run_1/sizes.png
Scale: 3 px per um.
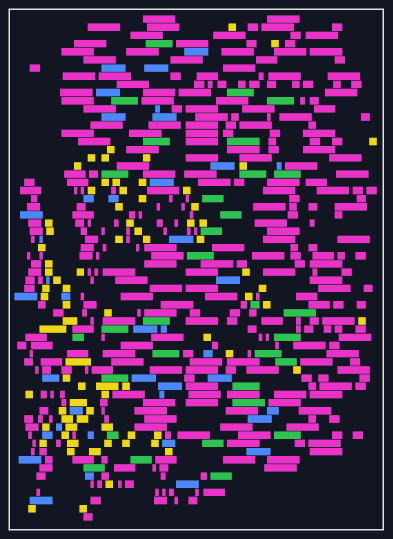
run_1/metal_density.png
Scale: 2 px per um. 25 x 35 tiles, from black (low) to pale yellow (high), scaled to the fullest tile. Values are wire area over tile area, all layers added.
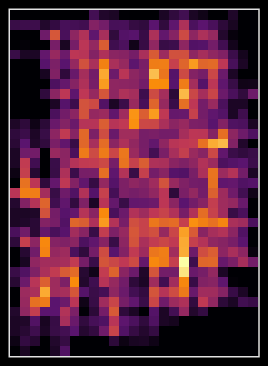
run_1/clocks.png
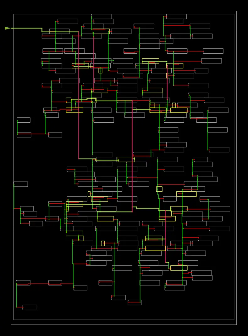
run_1/flops_by_reg.png
Scale: 2 px per um. Other sequential cells in the stronger grey, the rest of the logic in the fainter grey.
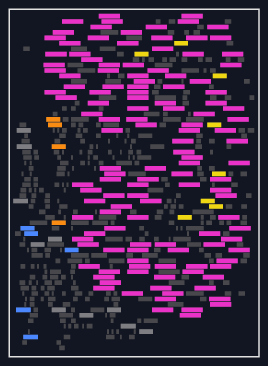
Design uart_tx_fifo, sky130hd; sources not shown.
==> out/results.ini, run 1 <==
[die]
io_pins=29
rows=62
floorplan.core_util_pct=30.61
core_area_mm2=0.02048
dieHeight_um=173.0

[worst_setup_path]
crit_cells=8
cpPeakStageDelay_ns=0.37
path_delay_family=buffers and inverters
reg2regPathDepth=8
path_class=reg -> reg
arrival_ns=2.15
endpoint_kind=flip-flop
crit_path_cell_trace=inv_2 > ha_4 > buf_4 > nand2b_2 > buf_4 > or3_1 > buf_4 > o21ai_0
worst_path_max_delay_cell=or3_1

[worst_hold_path]
holdCritPathClass=reg -> reg
holdPathStages=2

[power]
power_leader=registers
comb_power_share_pct=28.6
power_mw=11.05
p_per_area_mw_per_mm2=1383
p_int_mw=7.753
clkPwrFrac_pct=32.3

[yosys]
syn_nets=409
xor_share_pct=1.257
yosys_most_used_dff=edfxtp_1
edf_count=128
synth.distinct_cells=44
netlist_logic_family_top=multiplexers
common_cells=edfxtp_1, mux2i_1, nor2_1
most_common_cell=edfxtp_1
syn_area_mm2=0.006269
async_reset_ff_share_pct=0

[clock_tree]
cts_buffer_depth=2
hold_buffers=0
cts.htree.levels=4

[place]
detailed_place_hpwl_um=10400

[sta]
max_freq_mhz=537.4
setup_ws_ns=-0.06095
drv_slew=0
finalCritPeriodShare_pct=103.4
setup_viol=8
final_hold_viol_count=0
whs_ns=0.4390
slew_headroom_pct=56.37
worst_pin_slew_ns=0.6524

[drt]
drc=0
antenna_left=0
dr_wl_met3_um=319

[run]
stage_log_warnings=37
drv_cap=0

[run_status]
violations=negative setup slack
status=finished with violations

[global_routing]
antenna_found_initial=0
grt-busiest-layer=met2
grt_first_pass_wirelength_um=23180
grt_max_degree=36
grt_use_met3_pct=3.133
grt_pass1_vias=3892

[cells_and_area]
mostFrequentLayoutCell=edfxtp_1
antennaDiodeCount=0
largest_reg_flops=128

Notes on sizes.png above:
Key: _2 cells = blue [cells 39, share 8.0%]; _6 and larger = green [cells 31, share 6.4%]; _0 and _1 cells = magenta [cells 342, share 70%]; _3 and _4 cells = yellow [cells 76, share 16%]
Non-clk bufs: 91
setup ws final: -0.06095 ns
design area: 0.007986 mm2
Layout area overhead: 27.41%

Notes on metal_density.png above:
The densest ninth of the die: centre. 18% of the tiles are over half the peak. 16% of the tiles are nearly empty.
DRT Wirelength: 15240 um
via count: 3529
Avg WL per Cell: 20.48 um
GRT Total Usage: 15.33%

Notes on clocks.png above:
CTS Sinks: 155
Clock Power: 3.57 mW
flop count: 155
Latency at later pin: 0.42 ns

Notes on flops_by_reg.png above:
Key: `o_count` = blue [sequential cells 5]; `mem` = magenta [sequential cells 128]; `o_tx_data` = yellow [sequential cells 8]; `wr_ptr` = orange [sequential cells 4]
Another 10 sequential cells are not coloured.
final design utilization: 39.00%
Power Sequential: 4.32 mW
Flop area: 0.004390 mm2
Seq/total area: 54.97%

## run 1: through the flow
step / cell area, um2 / setup WS [ns] / std cells / utilization, %
floorplan: 6281 / -0.1472 / 385 / -
global placement: 7241 / -0.1810 / 701 / 35.36
detailed placement: 7241 / -0.2014 / 701 / 35.36
CTS: 7895 / -0.03443 / 739 / 38.55
global route: 7986 / -0.1473 / 744 / 39.00
finish: 7986 / -0.06095 / 744 / 39.00
## run 1: area by class of cell
cell class              count  area [um2]  area share (%)
repair buffers             91       830.8           10.40
inverters                   9       33.78          0.4230
well taps                 256       320.3           4.011
clock inverters            12       147.6           1.849
flip-flops and latches    155        4390           54.97
multi-input cells         201        1827           22.87
clock buffers              20       436.7           5.468
## Run 2: what changed since run 1
Settings changed: CORE_MARGIN set to 4, CORE_UTILIZATION 30 to 40.
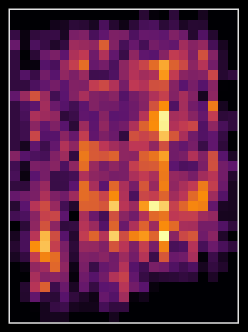
run_2/metal_density.png
Scale: 2 px per um. 23 x 31 tiles, from black (low) to pale yellow (high), scaled to the fullest tile. Values are wire area over tile area, all layers added.
The mean over all tiles is 0.13. 15% of the tiles are nearly empty. The emptiest ninth of the die: south-east. 17% of the tiles are over half the peak. The densest ninth of the die: centre. The fullest tile reaches 0.43.
GRT Total Usage: 17.74%
Avg WL per Cell: 21.44 um
DRT Wirelength: 14580 um

==> run 2 against run 1 <==
The run now ends clean. Combinational power down 6%. Clock power fell by 2%. Total power is 2.1% lower. Sequential power about the same. Die area shrank 17%. Clock-buffer cell count is 3 lower. Critical path depth decreased by 1. Via count increased by 1.4%. Non-clock buffer count unchanged. Setup slack improved by 0.090 ns. Sequential share of layout area up 1.1 points. Global-route usage increased by 2.4 points. Critical path type unchanged. Highest routed layer unchanged.
==> out/results.ini, run 2 <==
[worst_setup_path]
crit_path_cell_trace=inv_2 > ha_4 > nor2b_4 > nand2_2 > and3_4 > or3_1 > a41o_1
path_class=reg -> reg
arrival_ns=2.03
reg2regPathDepth=7
endpoint_kind=flip-flop
rrSetupSlack_ns=0.03
worst_path_max_delay_cell=or3_1
path_delay_family=simple AND/OR/NAND/NOR gates
cpPeakStageDelay_ns=0.35

[power]
irDropWorstVdd_v=0.0007466
clkPwrFrac_pct=32.4
power_mw=10.81
switching_share_pct=31.39

[clock_tree]
clk_latency_ns=0.42
cts_buffer_depth=2
cts_sinks=155
hold_buffers=0
cts.htree.levels=4

[die]
dieHeight_um=156.1
floorplan.core_util_pct=41.28
core_area_mm2=0.01519
io_pins=29
taps=192
rows=53

[run_status]
status=completed

[cells_and_area]
clkbuf_count=17
finalNonFillerCells=680
buffer_area_share_pct=9.973
largest_reg_flops=128
nNonClkBuffers=91
seq_area_share_pct=56.06
antennaDiodeCount=0
dominant_cells=registers
final_layout_size_suffix_gt1_share_pct=29.71
flops=155
regArea_mm2=0.004395
fin_util_pct=51.64
final_area_mm2=0.007841
inverters=9
mostFrequentLayoutCell=edfxtp_1
logic_gates=201

[yosys]
edf_count=128
syn_area_mm2=0.006269
netlist_logic_family_top=multiplexers
most_common_cell=edfxtp_1
synthAdderAreaFrac_pct=2.395
common_cells=edfxtp_1, mux2i_1, nor2_1
yosys_most_used_dff=edfxtp_1
top_cell_area_share_pct=61.32
synth.distinct_cells=44

[drt]
antenna_left=0
vias=3577
drc=0
dr_wl_met3_um=458

[place]
detailed_place_hpwl_um=10200
placed_cell_area_mm2=0.007191
dp_slack_ns=-0.3412
placed_cells_incl_taps=647

[sta]
slew_headroom_pct=55.43
finalCritPeriodShare_pct=98.39
setup_viol=0
setup_ws_ns=0.02898
drv_slew=0
final_hold_viol_count=0

[global_routing]
grt_pass1_vias=4056
antenna_found_initial=0
grt_first_pass_wirelength_um=23190
grt_max_degree=27

[run]
stage_log_warnings=36
drv_cap=0

[worst_hold_path]
holdPathStages=2
holdCritPathClass=reg -> reg

-- run 2: metal layers --
layer | vias to the layer above | track usage, %
met5 | - | 0
met4 | 0 | 6.904
met1 | 1822 | 20.91
met2 | 74 | 31.87
li1 | 1663 | -
met3 | 18 | 3.337
-- run 2: cell families (layout without fill, tap and decap cells) --
logic type | Yosys count | count (layout)
flops | 155 | 155
fa+ha+maj | 12 | 12
xor+xnor | 9 | 9
buf+inv | 29 | 132
simple gates | 78 | 78
compound gates | 45 | 45
mux | 57 | 57
-- run 2: power groups by stage --
stage,Clock (mW),Sequential (mW),Combinational (mW)
6_report,3.50,4.34,2.98
5_1_grt,3.75,4.37,3.22
4_1_cts,3.57,4.32,2.97
3_5_place_dp,0,4.39,2.92
3_3_place_gp,0,4.39,2.87
2_1_floorplan,0,4.76,1.42
Power figures rest on the tool's default switching activity, not on a simulated workload.
